$ cat src/rtl/boot_loader_pkg.sv
// Shared types and widths for the boot loader: FSM state encoding and datapath sizes.
package boot_loader_pkg;

  localparam int BYTE_W         = 8;
  localparam int WORD_W         = 32;
  localparam int CNT_W          = 16;
  localparam int BYTES_PER_WORD = WORD_W / BYTE_W;

  typedef enum logic [2:0] {
    ST_LEN0  = 3'd0,
    ST_LEN1  = 3'd1,
    ST_DATA  = 3'd2,
    ST_WRITE = 3'd3,
    ST_CHK   = 3'd4,
    ST_DONE  = 3'd5,
    ST_ERROR = 3'd6
  } state_t;

  // States in which the host link may hand us a byte.
  function automatic logic takes_bytes(input state_t s);
    return (s == ST_LEN0) || (s == ST_LEN1) || (s == ST_DATA) || (s == ST_CHK);
  endfunction

  // States counted as "load in progress".
  function automatic logic is_loading(input state_t s);
    return takes_bytes(s) || (s == ST_WRITE);
  endfunction

endpackage

$ cat src/rtl/boot_loader_byte_packer.sv
// Little-endian byte-to-word assembler: byte k of a word lands in bits [8k+7:8k].
module boot_loader_byte_packer
  import boot_loader_pkg::*;
(
  input  logic              clk,
  input  logic              reset,
  input  logic              clear,
  input  logic              load,
  input  logic [BYTE_W-1:0] data,
  output logic              word_valid,
  output logic [WORD_W-1:0] word
);

  logic [1:0]               idx;
  logic [WORD_W-BYTE_W-1:0] low;

  always_ff @(posedge clk or negedge reset) begin
    if (!reset) begin
      idx <= 2'd0;
      low <= '0;
    end else if (clear) begin
      idx <= 2'd0;
      low <= '0;
    end else if (load) begin
      case (idx)
        2'd0:    low[BYTE_W-1:0]          <= data;
        2'd1:    low[2*BYTE_W-1:BYTE_W]   <= data;
        2'd2:    low[3*BYTE_W-1:2*BYTE_W] <= data;
        default: ;
      endcase
      idx <= idx + 2'd1;
    end
  end

  // The top byte is forwarded straight from the input so the word is
  // complete on the same edge that consumes the fourth byte.
  assign word_valid = load && (idx == 2'd3);
  assign word       = {data, low};

endmodule

$ cat src/rtl/boot_loader.sv
// Streams a length-prefixed, XOR-checksummed byte image into memory and
// releases the core from reset once the image verifies.
//
// state | meaning
// LEN0  | waiting for word count low byte
// LEN1  | waiting for word count high byte; range-check N
// DATA  | collecting payload bytes into the current word
// WRITE | one-cycle memory write strobe, advance address/count
// CHK   | waiting for the checksum byte
// DONE  | image verified, core released (terminal)
// ERROR | oversize header or bad checksum, core held (terminal)
module boot_loader
  import boot_loader_pkg::*;
#(
  parameter logic [WORD_W-1:0] BASE_ADDR = 32'h0000_0000,
  parameter int                MAX_WORDS = 256
) (
  input  logic              clk,
  input  logic              reset,
  input  logic              in_valid,
  input  logic [BYTE_W-1:0] in_data,
  output logic              in_ready,
  output logic              mem_write,
  output logic [WORD_W-1:0] mem_addr,
  output logic [WORD_W-1:0] mem_wdata,
  output logic              core_reset,
  output logic              busy,
  output logic              done,
  output logic              error
);

  localparam logic [CNT_W-1:0] MAX_LEN = CNT_W'(MAX_WORDS);

  state_t            state;
  state_t            next_state;
  logic              accept;
  logic [BYTE_W-1:0] len_lo;
  logic [CNT_W-1:0]  len;
  logic [CNT_W-1:0]  len_hdr;
  logic [CNT_W-1:0]  word_cnt;
  logic [CNT_W-1:0]  word_cnt_inc;
  logic [BYTE_W-1:0] chk;
  logic              packer_clear;
  logic              packer_load;
  logic              word_valid;
  logic [WORD_W-1:0] word;

  // busy is low only in the first cycle after reset and in the terminal
  // states, so gating with it gives the one-cycle hold-off after release.
  always_comb begin
    in_ready = 1'b0;
    if (takes_bytes(state)) in_ready = busy;
  end

  assign accept       = in_valid && in_ready;
  assign len_hdr      = {in_data, len_lo};
  assign word_cnt_inc = word_cnt + 1'b1;
  assign packer_clear = (state == ST_LEN0) || (state == ST_LEN1);
  assign packer_load  = accept && (state == ST_DATA);

  boot_loader_byte_packer u_packer (
    .clk        (clk),
    .reset      (reset),
    .clear      (packer_clear),
    .load       (packer_load),
    .data       (in_data),
    .word_valid (word_valid),
    .word       (word)
  );

  always_comb begin
    next_state = state;
    case (state)
      ST_LEN0: if (accept) next_state = ST_LEN1;
      ST_LEN1: begin
        if (accept) begin
          if (len_hdr == '0)          next_state = ST_CHK;
          else if (len_hdr > MAX_LEN) next_state = ST_ERROR;
          else                        next_state = ST_DATA;
        end
      end
      ST_DATA: if (word_valid) next_state = ST_WRITE;
      ST_WRITE: next_state = (word_cnt_inc == len) ? ST_CHK : ST_DATA;
      ST_CHK: begin
        if (accept) next_state = (in_data == chk) ? ST_DONE : ST_ERROR;
      end
      ST_DONE:  next_state = ST_DONE;
      ST_ERROR: next_state = ST_ERROR;
      default:  next_state = ST_ERROR;
    endcase
  end

  always_ff @(posedge clk or negedge reset) begin
    if (!reset) begin
      state      <= ST_LEN0;
      len_lo     <= '0;
      len        <= '0;
      word_cnt   <= '0;
      chk        <= '0;
      mem_write  <= 1'b0;
      mem_addr   <= BASE_ADDR;
      mem_wdata  <= '0;
      core_reset <= 1'b0;
      busy       <= 1'b0;
      done       <= 1'b0;
      error      <= 1'b0;
    end else begin
      state      <= next_state;
      busy       <= is_loading(next_state);
      done       <= (next_state == ST_DONE);
      error      <= (next_state == ST_ERROR);
      mem_write  <= (next_state == ST_WRITE);
      core_reset <= (state == ST_DONE);
      if (word_valid) mem_wdata <= word;
      if (accept && (state == ST_LEN0)) len_lo <= in_data;
      if (accept && (state == ST_LEN1)) len <= len_hdr;
      if (accept && (state == ST_DATA)) chk <= chk ^ in_data;
      if (state == ST_WRITE) begin
        mem_addr <= mem_addr + 32'd4;
        word_cnt <= word_cnt_inc;
      end
    end
  end

endmodule

$ cat config.mk
export PLATFORM = sky130hd
export DESIGN_NAME = boot_loader
export DESIGN_NICKNAME = d
export VERILOG_FILES = /design/src/rtl/boot_loader_pkg.sv /design/src/rtl/boot_loader_byte_packer.sv /design/src/rtl/boot_loader.sv
export SDC_FILE = /design/constraint.sdc
export NUM_CORES = 1
export LEC_CHECK = 0
export CORE_MARGIN = 4
export CORE_UTILIZATION = 60
export CTS_BUF_LIST = sky130_fd_sc_hd__clkbuf_8 sky130_fd_sc_hd__clkbuf_16
export DETAILED_ROUTE_END_ITERATION = 7
export DONT_BUFFER_PORTS = 1
export PLACE_DENSITY = 0.8
export SLEW_MARGIN = 20
export SYNTH_ARGS = -nofsm -noshare
export SYNTH_HDL_FRONTEND = slang
export SYNTH_SLANG_ARGS = --single-unit
$ cat constraint.sdc
create_clock -name clk -period 7.7 [get_ports clk]
set_clock_uncertainty 0.15 [all_clocks]
set_input_delay 0.77 -clock clk [delete_from_list [all_inputs] [get_ports clk]]
set_output_delay 0.77 -clock clk [all_outputs]
set_load 0.01 [all_outputs]
**Met1 routing**

Bar = 20 um. Supply wires on this layer in gray.
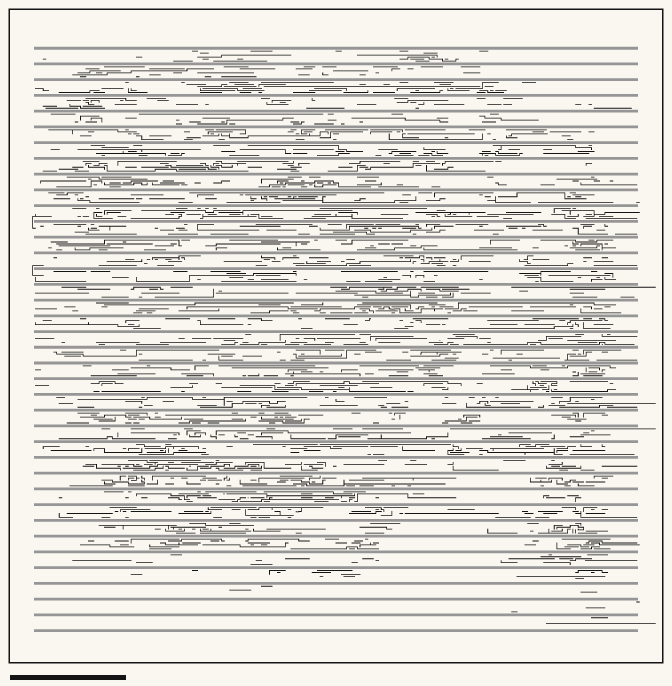
nets with wire on the layer: 556
main direction: horizontal
wire length on this layer: 5700 um

**Signal wires on met2**

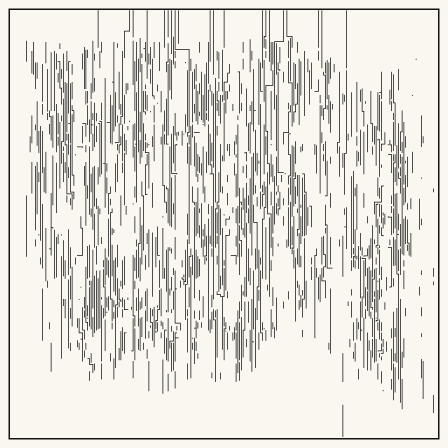
longest straight run: 34.0 um
main direction: vertical
drt total wl: 13900 um
vias post-DR: 4391
grt met2 use: 0.357

**Signal wires on met3**

Bar = 20 um. Cells faint in the background.
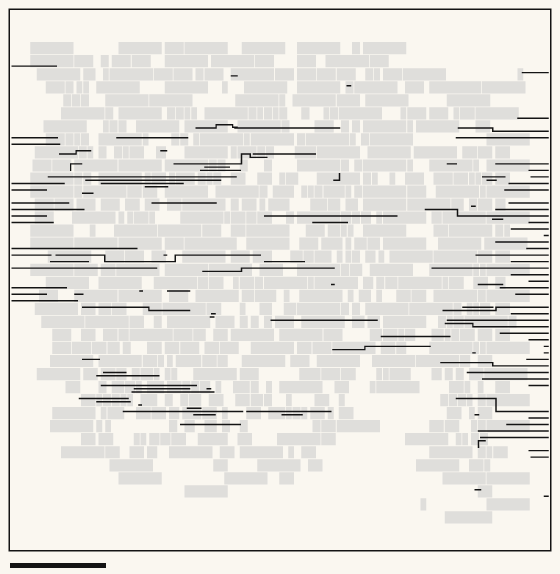
nets with wire on the layer: 87
share of all routed wire: 9.0%
longest straight run: 39.1 um

==> results.toml <==
# generated from flow reports
[status]
status = "finished, final reports clean"

[cts]
cts_made_buffers = 17
cts_tree = "built"
htreeDepth = 4
clockRootBuffer = "clkbuf_8"
clk_latency_ns = 0.52
ctsHoldBuffers = 1
cts_buffer_depth = 2
cts.sinks = 144

[cells_and_area]
final_common_cell = "dfrtp_1"
logic_area_um2 = 2780
final_area_um2 = 7210
drive_gt1_frac = 0.174
fin_nets = 592
mostFrequentLayoutCells = "dfrtp_1 (144), nand2_1 (70), mux2_2 (56)"
regArea_um2 = 3600
nFillCells = 732
syn2layout_area_growth_pct = 9.67

[timing]
fmax_mhz = 344
finalHoldViolations = 0
worstMarginPinSlew_ns = 0.872
min_period_ns = 2.90
setup_slack_ns = 4.80
final-max-slew-violation-count = 0
rsz0062_at_grt = "false"
finalSetupViolCount = 0
setup_tns_ns = 0

[floorplan]
die_w_um = 113
dieHeight_um = 113
pin_count = 81
core_area_um2 = 10500
row_count = 37

[global_route]
grt_overflow = 0
grt_start_max_net_pins = 145
antenna_found_initial = 0
grtUsageTotal = 0.228
grt_pass1_wl_um = 23000
grt_pass1_vias = 4475
grt_use_met3 = 0.0770
use_met1 = 0.295

[worst_setup_path]
slowest_stage = "or4_4"
crit_family = "simple AND/OR/NAND/NOR gates"
r2r_cells = 7
r2r_slack_ns = 4.80
end_kind = "register"
path_class = "register to register"
cp-startpoint = "word_cnt[0]"
reg2reg_from = "word_cnt[0]"
critPathLaunchType = "register"
path_cells = "ha_1, nand3_1, or4_4, a2111oi_2, nand4b_1, or3_1, o21ai_2"
cp.depth = 7
cp.arrival_ns = 3.20
cpPeakStageDelay_ns = 0.61
path_buffers = 0
crit_path_max_fanout = 11
rr_endpoint = "state[2]"
required_ns = 8.00

[route]
vias_per_cell = 6.07
wl_met3_um = 1250
final_antenna_net_count = 0
drt-met1-wl_um = 5700
route.detailed.drc = 0
drt_iter0_markers = 344
dr.pass1.iters = 5

[run]
drv_cap = 0
warnings = 31

[synth]
yosys.area.top_type = "dfrtp_1"
ys.flops = 144
synth-async-reset-ratio = 1.00
ys_seq_frac = 0.548
avgSynthCellArea_um2 = 11.2
yosysWarnings = 0
synth_area_um2 = 6580
yosys-top-cells-area = "dfrtp_1 (55%), mux2_2 (9.6%), xnor2_1 (6.5%)"
ys_cells = 587
syn-instance-count = 587
edf_count = 0
ys_area_um2 = 6580
yosysTopAreaCellShare = 0.548

[placed_design]
dp.final_hpwl_um = 8870
globalplace.congestion = 0.903
dpl_cell_area_um2 = 6600

[power]
total_power_mw = 1.57
pwr_density_cell_nw_per_um2 = 217

[hold_path]
hp-class = "primary input to async pin"
**Signal wires on met4**

Supply wires on this layer in gray.
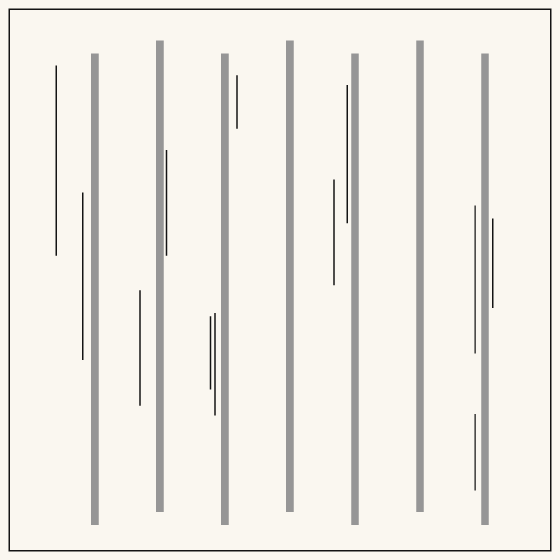
longest straight run: 39.4 um
wire length on this layer: 282 um
share of all routed wire: 2.0%

**Clock wiring as the flow saved it**

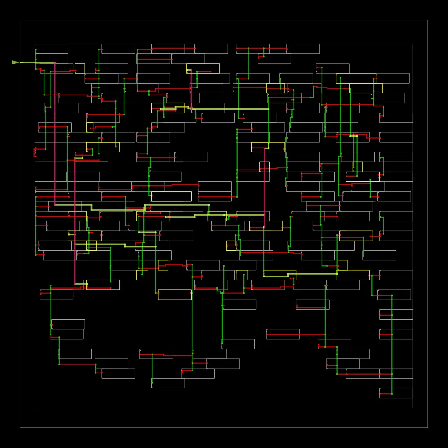
Clock Power: 791 uW
# clk buffers: 19

-- cell families after synthesis --
logic type | count (synthesis) | synth area share
AND/OR/NAND/NOR | 195 | 0.147
buffers and inverters | 44 | 0.0318
flip-flops | 144 | 0.548
AND-OR/OR-AND | 58 | 0.0542
multiplexers | 59 | 0.100
adder cells (fa/ha/maj) | 6 | 0.0114
XOR/XNOR | 80 | 0.107
other | 1 | 0.000570
-- area by class of cell --
| class | count | share of cell area |
|---|---|---|
| clock buffer | 19 | 0.0612 |
| clock inverter | 12 | 0.0187 |
| inverter | 7 | 0.00364 |
| multi-input combinational | 400 | 0.385 |
| sequential | 144 | 0.500 |
| tap | 136 | 0.0236 |
| timing repair buffer | 5 | 0.00798 |
-- power breakdown --
part | total [mW] | internal, mW | switching [mW]
sequential | 0.757 | 0.757 | 0
clock | 0.791 | 0.477 | 0.314
combinational | 0.0183 | 0.00306 | 0.0152
-- cells in the mapped netlist, types with 2 or more instances --
library cell,instances
a31oi_1,4
dfrtp_1,144
nor3b_1,6
o21ai_0,6
clkbuf_1,26
nand2b_1,2
mux2i_1,3
xnor2_1,49
nor3_1,7
nand4_1,8
xor2_1,31
nor2_1,25
a211oi_1,4
nand3_1,49
o31ai_1,2
and2_1,2
nor2b_1,2
ha_1,6
buf_1,3
and3_1,2
clkbuf_8,2
and4_1,5
inv_1,7
mux2_2,56
nor4_1,6
a21oi_1,32
nand2_1,70
buf_4,4
-- per-stage QoR --
stage | cells | hold WS, ns
floorplan | 588 | 0.314
global placement | 691 | 0.327
detailed placement | 691 | 0.327
CTS | 723 | 0.0936
global route | 723 | 0.124
finish | 723 | 0.0259
-- sequential cells by signal (all words and copies together), names as in the netlist, 3 cells and up --
register	cells
mem_wdata	32
word_cnt	16
len	16
mem_addr	30
state	3
chk	8
len_lo	8
u_packer.low	24
Power and IR drop assume default switching activity.
